### PDN straps and rails, run 1

Scale: 4 px per micron. Pins as bars on the die edge. Tap cells in grey.
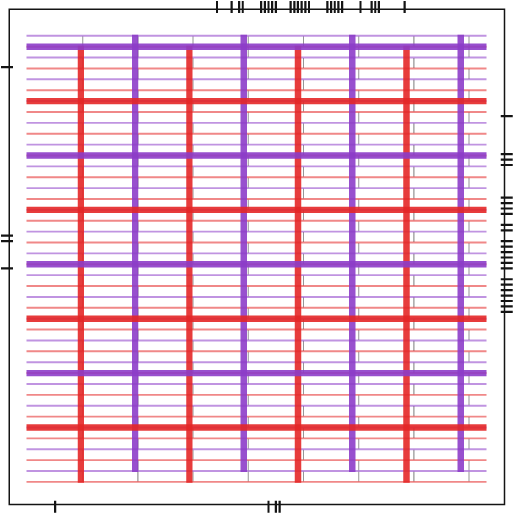
### Cells coloured by class, run 1

Scale: 4 px per micron. Fill, decap, tap and diode cells in grey.
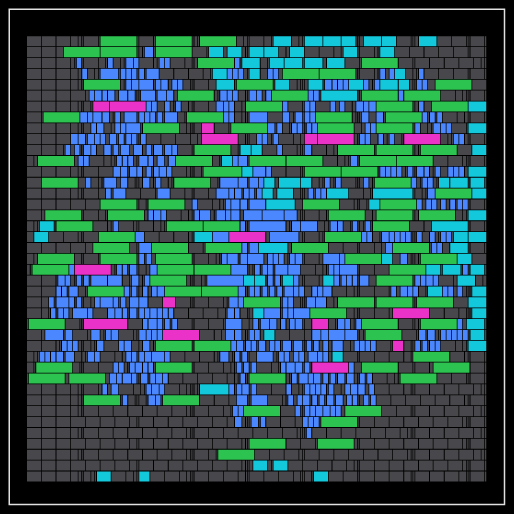
### Routed clock nets over the placement, run 1

Scale: 3 px per micron.
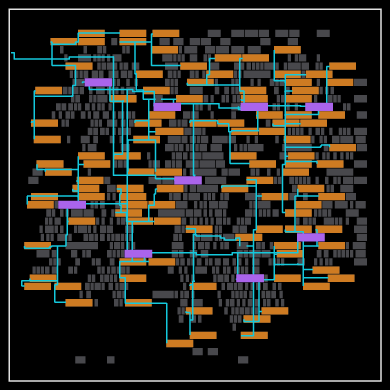
## src/rtl/stopwatch_ctrl.sv

```systemverilog
// Stopwatch sequencer: key debounce, run/lap/stop FSM, 10 ms tick prescaler,
// counter-core clear and live/frozen display selection.
//
// state  | meaning
// -------+-----------------------------------------------
// IDLE   | zeroed and stopped, prescaler held at 0
// RUN    | counting, display live
// LAP    | counting, display frozen on lap registers
// STOP   | paused, prescaler holds its partial count
module stopwatch_ctrl #(
  parameter int unsigned DIV       = 100000,
  parameter int unsigned DB_CYCLES = 20000
) (
  input  logic       clk_core,
  input  logic       rst,
  input  logic       key_ss,
  input  logic       key_lr,
  input  logic [7:0] min_i,
  input  logic [7:0] sec_i,
  input  logic [7:0] ms_10_i,
  output logic       cnt_en,
  output logic       cnt_clr_n,
  output logic [7:0] disp_min,
  output logic [7:0] disp_sec,
  output logic [7:0] disp_ms,
  output logic       running,
  output logic       lap_hold
);

  localparam int PW  = (DIV > 1) ? $clog2(DIV) : 1;
  localparam int DBW = (DB_CYCLES > 1) ? $clog2(DB_CYCLES + 1) : 1;

  typedef enum logic [1:0] {
    S_IDLE = 2'd0,
    S_RUN  = 2'd1,
    S_LAP  = 2'd2,
    S_STOP = 2'd3
  } state_t;

  state_t state_q, state_d;

  logic [1:0]          key_raw;
  logic [1:0]          sync1_q, sync2_q;
  logic [1:0]          db_q, db_prev_q;
  logic [1:0][DBW-1:0] db_cnt_q;
  logic [1:0]          press;
  logic                ss_evt, lr_evt;

  logic                clr_req, lap_load;
  logic                count_ok;
  logic [PW-1:0]       presc_q;
  logic                cnt_en_q, clr_n_q;

  logic [7:0]          live_min_q, live_sec_q, live_ms_q;
  logic [7:0]          lap_min_q, lap_sec_q, lap_ms_q;

  assign key_raw = {key_lr, key_ss};

  // Level is accepted only after DB_CYCLES consecutive disagreeing samples.
  always_ff @(posedge clk_core or negedge rst) begin
    if (!rst) begin
      sync1_q   <= '0;
      sync2_q   <= '0;
      db_q      <= '0;
      db_prev_q <= '0;
      db_cnt_q  <= '0;
    end else begin
      sync1_q   <= key_raw;
      sync2_q   <= sync1_q;
      db_prev_q <= db_q;
      for (int k = 0; k < 2; k++) begin
        if (sync2_q[k] == db_q[k]) begin
          db_cnt_q[k] <= '0;
        end else if (db_cnt_q[k] == DBW'(DB_CYCLES - 1)) begin
          db_q[k]     <= sync2_q[k];
          db_cnt_q[k] <= '0;
        end else begin
          db_cnt_q[k] <= db_cnt_q[k] + 1'b1;
        end
      end
    end
  end

  assign press  = db_q & ~db_prev_q;
  assign ss_evt = press[0];
  assign lr_evt = press[1] & ~press[0];

  always_ff @(posedge clk_core or negedge rst) begin
    if (!rst) state_q <= S_IDLE;
    else      state_q <= state_d;
  end

  always_comb begin
    state_d  = state_q;
    clr_req  = 1'b0;
    lap_load = 1'b0;
    case (state_q)
      S_IDLE: begin
        if (ss_evt)      state_d = S_RUN;
        else if (lr_evt) clr_req = 1'b1;
      end
      S_RUN: begin
        if (ss_evt) begin
          state_d = S_STOP;
        end else if (lr_evt) begin
          state_d  = S_LAP;
          lap_load = 1'b1;
        end
      end
      S_LAP: begin
        if (ss_evt)      state_d = S_STOP;
        else if (lr_evt) state_d = S_RUN;
      end
      S_STOP: begin
        if (ss_evt) begin
          state_d = S_RUN;
        end else if (lr_evt) begin
          state_d = S_IDLE;
          clr_req = 1'b1;
        end
      end
      default: state_d = S_IDLE;
    endcase
  end

  always_comb begin
    running  = (state_q == S_RUN) || (state_q == S_LAP);
    lap_hold = (state_q == S_LAP);
    if (lap_hold) begin
      disp_min = lap_min_q;
      disp_sec = lap_sec_q;
      disp_ms  = lap_ms_q;
    end else begin
      disp_min = live_min_q;
      disp_sec = live_sec_q;
      disp_ms  = live_ms_q;
    end
  end

  // Counting is suppressed on the edge that leaves RUN/LAP so STOP holds
  // exactly the partial count and no tick lands in STOP.
  assign count_ok = ((state_q == S_RUN) || (state_q == S_LAP)) &&
                    ((state_d == S_RUN) || (state_d == S_LAP));

  always_ff @(posedge clk_core or negedge rst) begin
    if (!rst) begin
      presc_q  <= '0;
      cnt_en_q <= 1'b0;
    end else begin
      cnt_en_q <= 1'b0;
      if (state_d == S_IDLE) begin
        presc_q <= '0;
      end else if (count_ok) begin
        if (presc_q == PW'(DIV - 1)) begin
          presc_q  <= '0;
          cnt_en_q <= 1'b1;
        end else begin
          presc_q <= presc_q + 1'b1;
        end
      end
    end
  end

  // Low throughout reset, released on the first edge afterwards.
  always_ff @(posedge clk_core or negedge rst) begin
    if (!rst) clr_n_q <= 1'b0;
    else      clr_n_q <= ~clr_req;
  end

  always_ff @(posedge clk_core or negedge rst) begin
    if (!rst) begin
      live_min_q <= '0;
      live_sec_q <= '0;
      live_ms_q  <= '0;
      lap_min_q  <= '0;
      lap_sec_q  <= '0;
      lap_ms_q   <= '0;
    end else begin
      live_min_q <= min_i;
      live_sec_q <= sec_i;
      live_ms_q  <= ms_10_i;
      if (lap_load) begin
        lap_min_q <= min_i;
        lap_sec_q <= sec_i;
        lap_ms_q  <= ms_10_i;
      end
    end
  end

  assign cnt_en    = cnt_en_q;
  assign cnt_clr_n = clr_n_q;

endmodule

```

## config.mk

```make
export PLATFORM = sky130hd
export DESIGN_NAME = stopwatch_ctrl
export DESIGN_NICKNAME = d
export VERILOG_FILES = /design/src/rtl/stopwatch_ctrl.sv
export SDC_FILE = /design/constraint.sdc
export NUM_CORES = 1
export LEC_CHECK = 0
export ABC_AREA = 1
export CORE_MARGIN = 4
export CORE_UTILIZATION = 40
export DETAILED_ROUTE_END_ITERATION = 6
export HOLD_SLACK_MARGIN = 0.12
export PLACE_DENSITY = 0.65
export SLEW_MARGIN = 20
export SYNTH_ARGS = -nofsm -noshare
export SYNTH_HDL_FRONTEND = slang
export SYNTH_SLANG_ARGS = --single-unit
```

## constraint.sdc

```tcl
create_clock -name clk_core -period 2.25 [get_ports clk_core]
set_input_delay 0.3375 -clock clk_core [delete_from_list [all_inputs] [get_ports clk_core]]
set_output_delay 0.3375 -clock clk_core [all_outputs]
set_load 0.005 [all_outputs]
```

==> impl_results.rst, run 1 <==
Physical design figures
=======================

.. list-table::
   :header-rows: 1

   * - Metric
     - Value
   * - Run status
     - complete, no violations
   * - Instance area at placement
     - 6130 sq um
   * - Grt met2 use
     - 29.0%
   * - PnR worst setup slack
     - 0.00942 ns
   * - Proportion of cell area occupied by multi-input gates
     - 34.8%
   * - Net count reported at finish
     - 787
   * - Total power of the final layout
     - 3.81 mW
   * - Post-detailed-route via-to-cell ratio
     - 4.88
   * - Hold buffer count at CTS
     - 1
   * - Worst setup path endpoint
     - presc_q[13]
   * - Met3 track demand over resource
     - 4.53%
   * - Reg with most FFs
     - db_cnt_q
   * - Cell Count Post-Placement
     - 898
   * - Most common cell in the synthesized netlist
     - nand2_1
   * - Worst EP arrival
     - 2.54 ns
   * - Number of buffers added for setup after CTS
     - 5
   * - Drt wl/cell
     - 13.3 microns
   * - Vias in the first global route
     - 4,449
   * - Data required, critical path
     - 2.55 ns
   * - Dominant cell area share
     - 50.3%
   * - Clock-cell share of area
     - 4.59%
   * - First drt pass iteration count
     - 4
   * - Max Buffers Root-to-Sink
     - 2
   * - Top cells, area
     - dfrtp_1 50%, nand2_1 16%, nand3_1 6.3%
   * - Number of top-level pins
     - 56
   * - Area of all sequential standard cells
     - 2680 sq um
   * - Synth Area in Simple Gates
     - 36.1%
   * - P_int
     - 2.94 mW
   * - Gate count of the mapped netlist
     - 673
   * - Crit path buffers/inverters
     - 6
   * - Routability cong.
     - 0.959
   * - Leftover overflow at the end of global routing
     - 0
   * - Combinational gates
     - 479
   * - Type of the worst setup path
     - reg2reg
   * - Cell type with the highest occurrence count on the critical path
     - inv_2
   * - Insertion delay to the later sink of the worst-skew pair
     - 0.36 ns
   * - Number of enable-type register cells in the synthesized netlist
     - 0
   * - Grt met1 use
     - 21.3%
   * - Count of final setup violators
     - 0
   * - Post-Synthesis Cell Area
     - 5330 sq um
   * - Top cell class by occupied area
     - registers
   * - Layout Area Growth over Synthesis
     - 27.3%
   * - Net switching fraction of the power
     - 22.9%
   * - Clk_skew
     - 0.0109 ns
   * - Flop-to-flop setup slack
     - 0.009 ns
   * - Series of cell instances along the critical path
     - inv_2, buf_4, ha_1, inv_2, nand2_2, a21oi_2, a31oi_1, inv_1, ha_4, nand2_4, nor2_2, inv_2, nor2_4, buf_12, nand3_1, nand2_1
   * - RSZ-0062 raised after global routing
     - true
   * - Uppermost signal routing layer after detailed routing
     - met4
   * - Maximum operating frequency
     - 446 MHz
   * - Worst R2R End
     - presc_q[13]
   * - Number of maximum-capacitance violations
     - 0
   * - Power group with the largest share
     - registers
   * - Number of H-tree levels
     - 3
   * - Clock tree buffer count of the final layout
     - 9
   * - Final Cell Area
     - 6780 sq um
   * - Met2 layer wire length in the routed design
     - 6.22 mm
   * - Inserted Clock Buffers
     - 9
   * - Number of OpenROAD warnings
     - 30
   * - Aggregate routed wire length
     - 12.4 mm
   * - Slew at the pin closest to its max-slew limit
     - 0.511 ns
   * - Number of cells traversed by the worst hold path
     - 0
   * - Die outline area
     - 15,200 sq um
   * - Max-slew headroom
     - 66.0%
   * - Root buffer cell
     - clkbuf_16
   * - Non-filler cells in the finished layout
     - 928
   * - Largest area contributor in the netlist
     - dfrtp_1
   * - Tapcells inserted
     - 172
   * - Reported clock group power
     - 1.65 mW
   * - Flops & latches, synth
     - 107
   * - Die Span X
     - 123 microns
   * - Most frequent logic cells in the routed design
     - 220 x nand2_1, 106 x dfrtp_1, 71 x nor2_1
   * - Signal inverters
     - 69
   * - Type of the tightest min-delay check
     - reg2reg
   * - Rows
     - 41
   * - Global-route wire length before repair
     - 20.6 mm
   * - Aggregate global-route resource usage
     - 17.0%
   * - Sequential cell area share
     - 39.5%
   * - N_diodes
     - 0
   * - Final hold violation count
     - 0
   * - PortBufs
     - 55
   * - Fraction of synthesized cell area in xor and xnor cells
     - 2.14%
   * - Pin count of the biggest net entering global routing
     - 49
   * - Worst Hold Margin
     - 0.354 ns
   * - Die y size
     - 123 microns
   * - Min cycle time layout
     - 2.24 ns
   * - Total number of yosys warnings
     - 0
   * - CTS clk-pin slew, worst paths
     - 0.07 ns
   * - Post-synthesis area per instance
     - 7.92 sq um
   * - Number of stages on the worst setup path
     - 16
   * - Part of the power in the clock network
     - 43.2%
   * - Share of final layout cell area taken by non-clock buffers
     - 14.0%
   * - Switching power summed over all nets
     - 0.874 mW
   * - CP max stage delay
     - 0.40 ns
   * - Total area of multi-input combinational cells
     - 2360 sq um
   * - Start point of the critical path
     - state_q[0]
   * - Type of origin of the critical path
     - register
   * - Total length of routed met3 wires
     - 551 microns
   * - Number of flip-flops and latches
     - 107
   * - Routed metal-1 wire length
     - 5.42 mm
   * - HPWL after detailed placement
     - 8.39 mm
   * - Fraction of final layout cells with drive strength greater than 1
     - 13.2%
   * - Worst slack, placed
     - -0.0530 ns
   * - Number of antenna violations at the first check in global routing
     - 0
## Picture notes: 'PDN straps and rails'
purple -> VDD
red -> VSS
rows = 41
met5 straps = 8
met4 straps = 8
signal pins = 56

## Picture notes: 'Cells coloured by class'
green -> flip-flops  # cells 107, share of their area 41%
cyan -> other buffers and delay cells  # cells 85, share of their area 14%
blue -> all other logic  # cells 548, share of their area 40%
magenta -> clock drivers and dummy loads  # cells 16, share of their area 4.7%

## Picture notes: 'Routed clock nets over the placement'
purple -> cells driving clock nets  # count 9
orange -> flip-flops  # count 107
cyan -> clock wires  # length 1,350 microns
routed clock nets = 10

### Routing congestion map, run 1

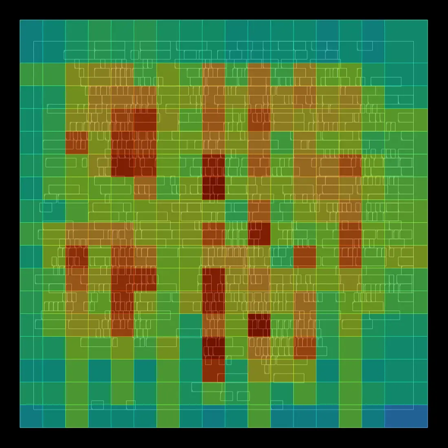

==> run 2, diff against run 1 <==
- GPL_TIMING_DRIVEN: default -> 0
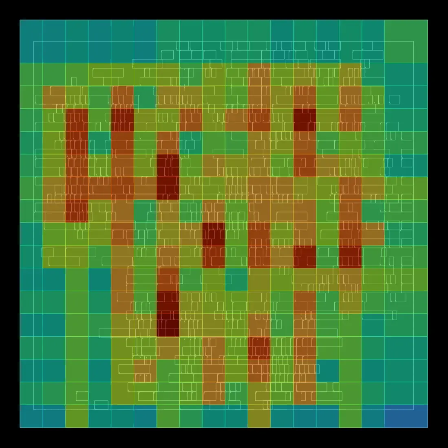
*Routing congestion map, run 2*
drt wl/cell: 12.8 microns
routing layer with the top usage in global route: met2
grt met1 use: 21.9%
grt met2 use: 28.0%
aggregate global-route resource usage: 16.8%

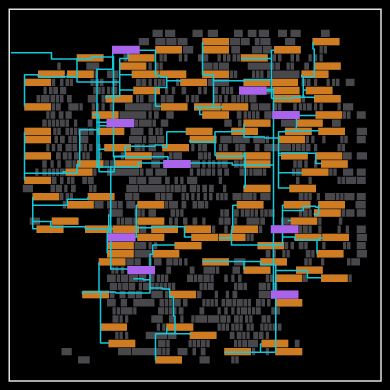
*Routed clock nets over the placement, run 2*
Scale: 3 px per micron.
orange -> flip-flops  # count 107
cyan -> clock wires  # length 1,290 microns
purple -> cells driving clock nets  # count 9
routed clock nets = 10

==> run 2 against run 1 <==
Global-route usage is 0.12 points lower. Sequential share of layout area fell by 0.051 points. First-iteration DRC count down 6.0%. Fmax increased by 1.6%. Power fell by 1.2%. Worst setup slack gained 0.035 ns. Count of clock-buffer cells in the layout increased by 1. Clock skew decreased by 0.0035 ns.
==> impl_results.rst, run 2 <==
Physical design figures
=======================

.. list-table::
   :header-rows: 1

   * - Metric
     - Value
   * - Power group with the largest share
     - registers
   * - Total length of routed met3 wires
     - 511 microns (-7.3%)
   * - P_int
     - 2.94 mW (+0.17%)
   * - Number of flip-flops and latches
     - 107 (unchanged)
   * - Part of the power in the clock network
     - 42.8% (-0.4 points)
   * - HPWL after detailed placement
     - 8.52 mm (+1.5%)
   * - Vias in the first global route
     - 4,479 (+0.67%)
   * - Tapcells inserted
     - 172 (unchanged)
   * - CP max stage delay
     - 0.41 ns (about the same)
   * - Number of H-tree levels
     - 3 (unchanged)
   * - Min cycle time layout
     - 2.21 ns (-0.0355 ns)
   * - Count of final setup violators
     - 0 (unchanged)
   * - Signal inverters
     - 69 (unchanged)
   * - Dominant cell area share
     - 50.3% (unchanged)
   * - Met2 layer wire length in the routed design
     - 5.89 mm (-5.4%)
   * - Net switching fraction of the power
     - 21.9% (-1.1 points)
   * - Final Cell Area
     - 6790 sq um (+0.13%)
   * - Post-synthesis area per instance
     - 7.92 sq um (unchanged)
   * - Number of antenna violations at the first check in global routing
     - 0 (unchanged)
   * - Type of the worst setup path
     - reg2reg
   * - Area of all sequential standard cells
     - 2680 sq um (unchanged)
   * - Hold buffer count at CTS
     - 1 (unchanged)
   * - Slew at the pin closest to its max-slew limit
     - 0.483 ns (-0.0279 ns)
   * - Type of the tightest min-delay check
     - reg2reg
   * - Maximum operating frequency
     - 453 MHz (+1.6%)
   * - Reported clock group power
     - 1.61 mW (-2%)
   * - Top cell class by occupied area
     - registers
   * - Data required, critical path
     - 2.49 ns (-0.06 ns)
   * - CTS clk-pin slew, worst paths
     - 0.07 ns (about the same)
   * - Number of cells traversed by the worst hold path
     - 0 (unchanged)
   * - Series of cell instances along the critical path
     - buf_4, ha_1, or2_4, a21oi_2, a31oi_2, inv_2, ha_4, nand2_4, nand2_2, buf_6, nand2_2, xor2_2, a21oi_2
   * - Clk_skew
     - 0.00739 ns (-0.00348 ns)
   * - Post-detailed-route via-to-cell ratio
     - 4.86 (-0.37%)
   * - Share of final layout cell area taken by non-clock buffers
     - 13.7% (-0.29 points)
   * - PortBufs
     - 55 (unchanged)
   * - Most common cell in the synthesized netlist
     - nand2_1
   * - Most frequent logic cells in the routed design
     - 218 x nand2_1, 106 x dfrtp_1, 71 x nor2_1
   * - N_diodes
     - 0 (unchanged)
   * - Start point of the critical path
     - state_q[0]
   * - Flop-to-flop setup slack
     - 0.04 ns (+0.04 ns)
   * - Met3 track demand over resource
     - 2.70% (-1.8 points)
   * - Pin count of the biggest net entering global routing
     - 67 (+37%)
   * - Max-slew headroom
     - 67.6% (+1.6 points)
   * - Leftover overflow at the end of global routing
     - 0 (unchanged)
   * - Layout Area Growth over Synthesis
     - 27.5%
   * - Fraction of synthesized cell area in xor and xnor cells
     - 2.14% (unchanged)
   * - Worst slack, placed
     - -0.551 ns (-0.498 ns)
   * - Net count reported at finish
     - 797 (+1.3%)
   * - Routed metal-1 wire length
     - 5.39 mm (-0.61%)
   * - Total power of the final layout
     - 3.76 mW (-1.2%)
   * - RSZ-0062 raised after global routing
     - true
   * - Worst R2R End
     - presc_q[3]
   * - Non-filler cells in the finished layout
     - 937 (+0.97%)
   * - Total number of yosys warnings
     - 0 (unchanged)
   * - Routability cong.
     - 0.913 (-4.8%)
   * - Run status
     - complete, no violations
   * - Global-route wire length before repair
     - 20.6 mm (+0.20%)
   * - Clock tree buffer count of the final layout
     - 10 (+1)
   * - Number of enable-type register cells in the synthesized netlist
     - 0 (unchanged)
   * - Sequential cell area share
     - 39.4% (-0.051 points)
   * - Uppermost signal routing layer after detailed routing
     - met4
   * - Top cells, area
     - dfrtp_1 50%, nand2_1 16%, nand3_1 6.3%
   * - Switching power summed over all nets
     - 0.824 mW (-5.7%)
   * - Worst EP arrival
     - 2.44 ns (-0.10 ns)
   * - Die outline area
     - 15,200 sq um (unchanged)
   * - Largest area contributor in the netlist
     - dfrtp_1
   * - Type of origin of the critical path
     - register
   * - Inserted Clock Buffers
     - 9 (unchanged)
   * - First drt pass iteration count
     - 5 (+1)
   * - Crit path buffers/inverters
     - 3 (-3)
   * - Proportion of cell area occupied by multi-input gates
     - 35.3% (+0.45 points)
Power and IR drop assume default switching activity.
